==> config.mk <==
export PLATFORM = sky130hd
export DESIGN_NAME = inference_ctrl
export DESIGN_NICKNAME = d
export VERILOG_FILES = /design/src/rtl/inference_ctrl.sv
export SDC_FILE = /design/constraint.sdc
export NUM_CORES = 1
export LEC_CHECK = 0
export CELL_PAD_IN_SITES_DETAIL_PLACEMENT = 0
export CELL_PAD_IN_SITES_GLOBAL_PLACEMENT = 2
export CORE_AREA = 2 2 626 628
export DETAILED_ROUTE_END_ITERATION = 7
export DIE_AREA = 0 0 628 630
export PLACE_DENSITY = 0.32
export SLEW_MARGIN = 30
export SYNTH_ARGS = -nofsm -noshare
export SYNTH_HDL_FRONTEND = slang
export SYNTH_SLANG_ARGS = --single-unit
export TNS_END_PERCENT = 50
==> constraint.sdc <==
create_clock -name clk_i -period 1.9 [get_ports clk_i]
set_input_delay 0.285 -clock clk_i [delete_from_list [all_inputs] [get_ports clk_i]]
set_output_delay 0.285 -clock clk_i [all_outputs]
set_load 0.02 [all_outputs]
clock_wires.png
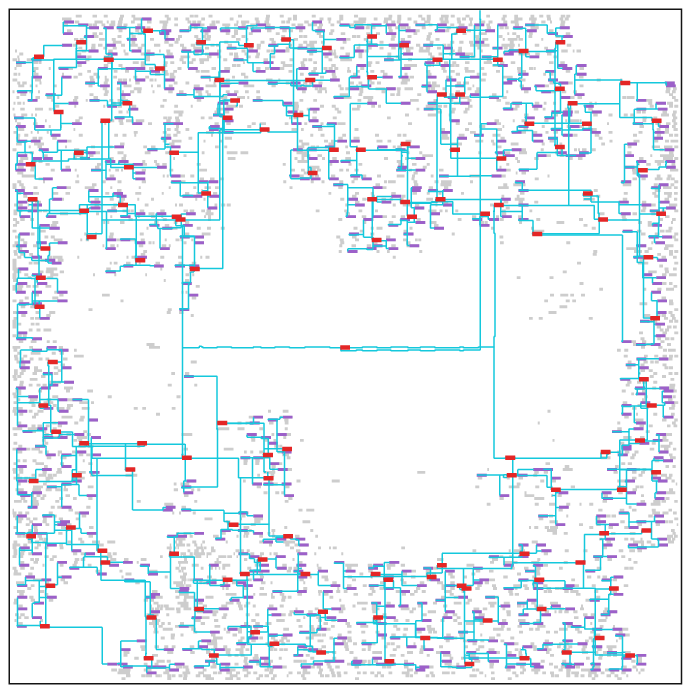
[purple] flip-flops | count: 819
[red] clock-net drivers | count: 137
[cyan] clock wires | length: 20.8 mm
flops lie	spread over the die
routed clock nets	138
Clock Skews: 0.0453 ns
clock network power share: 0.239
Clock net power: 0.0261 W
clk latency late pin: 0.80 ns

placed.png
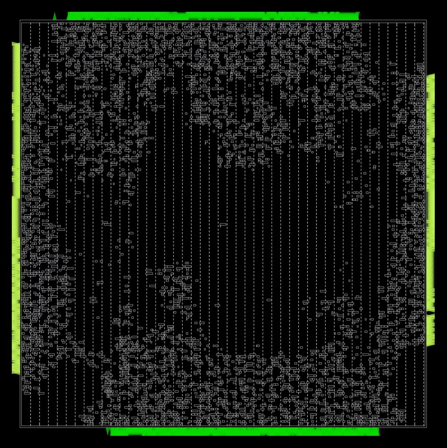
Well Taps: 5,197
core box area: 0.388 sq mm
final cell count without fillers: 9,529
number of cell rows: 229
FFs & Latches: 819

route_heat.png
The die is cut into 31 by 32 equal tiles; black is low, pale yellow is high, scaled to the fullest tile. Values are wire area over tile area, all layers added.
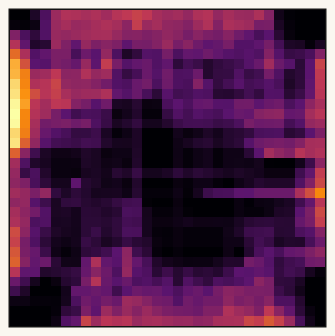
fullest tile	0.52
tiles over half the peak	4.6%
nearly empty tiles	11%
mean over tiles	0.11
emptiest ninth of the die	centre
routed wirelength normalized by instance count: 27.8 um
total via count after detailed routing: 26,100
wire length after detailed routing: 265,000 um

==> flow_summary.yaml <==
# physical design summary
outcome:
  failing_checks: "setup timing"
  outcome: "finished, violations left"
global_routing:
  groute.layer.met1.usage: 0.114
  grt_busiest_layer: "met2"
  grt_start_max_net_pins: 68
  grt_first_pass_wirelength_um: 325000
finish:
  final_common_cell: "sky130_fd_sc_hd__clkdlybuf4s50_1"
  syn2layout_area_growth_pct: 113
  n_fill_cell: 42900
  post-route-cell-area_sq_mm: 0.0655
setup_path:
  path_common_cell: "sky130_fd_sc_hd__buf_12"
  crit_type: "register to primary output"
  worstPathMaxFanout: 4
  end_kind: "primary output"
synthesis:
  synth.cellmix.simpleShare: 0.00675
  yosys.area.top_type_share: 0.666
  yosys_register_bits: 819
  synth.cellmix.adderShare: 0.00521
  synthTopCellsByArea: "sky130_fd_sc_hd__dfrtp_1, sky130_fd_sc_hd__mux2_2, sky130_fd_sc_hd__buf_2"
clocking:
  clock_sinks: 819
  clk_path_buf_depth: 4
  clkTransAtPathRegs_ns: 0.05
  post_cts.resized_instances: 2261
timing:
  max_slew_margin: 0.577
  whs_ns: 0.0956
  hold_violations: 0
  setup_viol: 802
  post_layout_min_period_ns: 2.21
  worst_slack_ns: -0.307
  final.setup.tns_ns: -143.70
routing:
  vias_per_cell: 2.74
die:
  core_util_at_fp: 0.0792
min_path:
  hold_path_class: "input port to register"
[cell type report]
class	count	area, sq um	share of cell area
diodes	64	160	0.00245
repair buffers	2310	23400	0.358
well taps	5197	6500	0.0993
clock buffers	201	3940	0.0602
multi-input cells	885	10300	0.157
inverters	15	56.3	0.000860
flip-flops and latches	819	20500	0.314
clock inverters	38	537	0.00820
[where the power goes]
group          internal, W  total, W  switching [W]  leakage (nW)
registers           0.0261    0.0317        0.00556          9.82
logic               0.0223    0.0513         0.0290          14.5
clock network       0.0156    0.0261         0.0104          2.18
[routing by layer]
layer,vias up,wire [um]
li1,11300,-
met1,13200,84500
met2,1200,137000
met3,448,36000
met4,48,7280
met5,-,299
Power figures rest on the tool's default switching activity, not on a simulated workload.
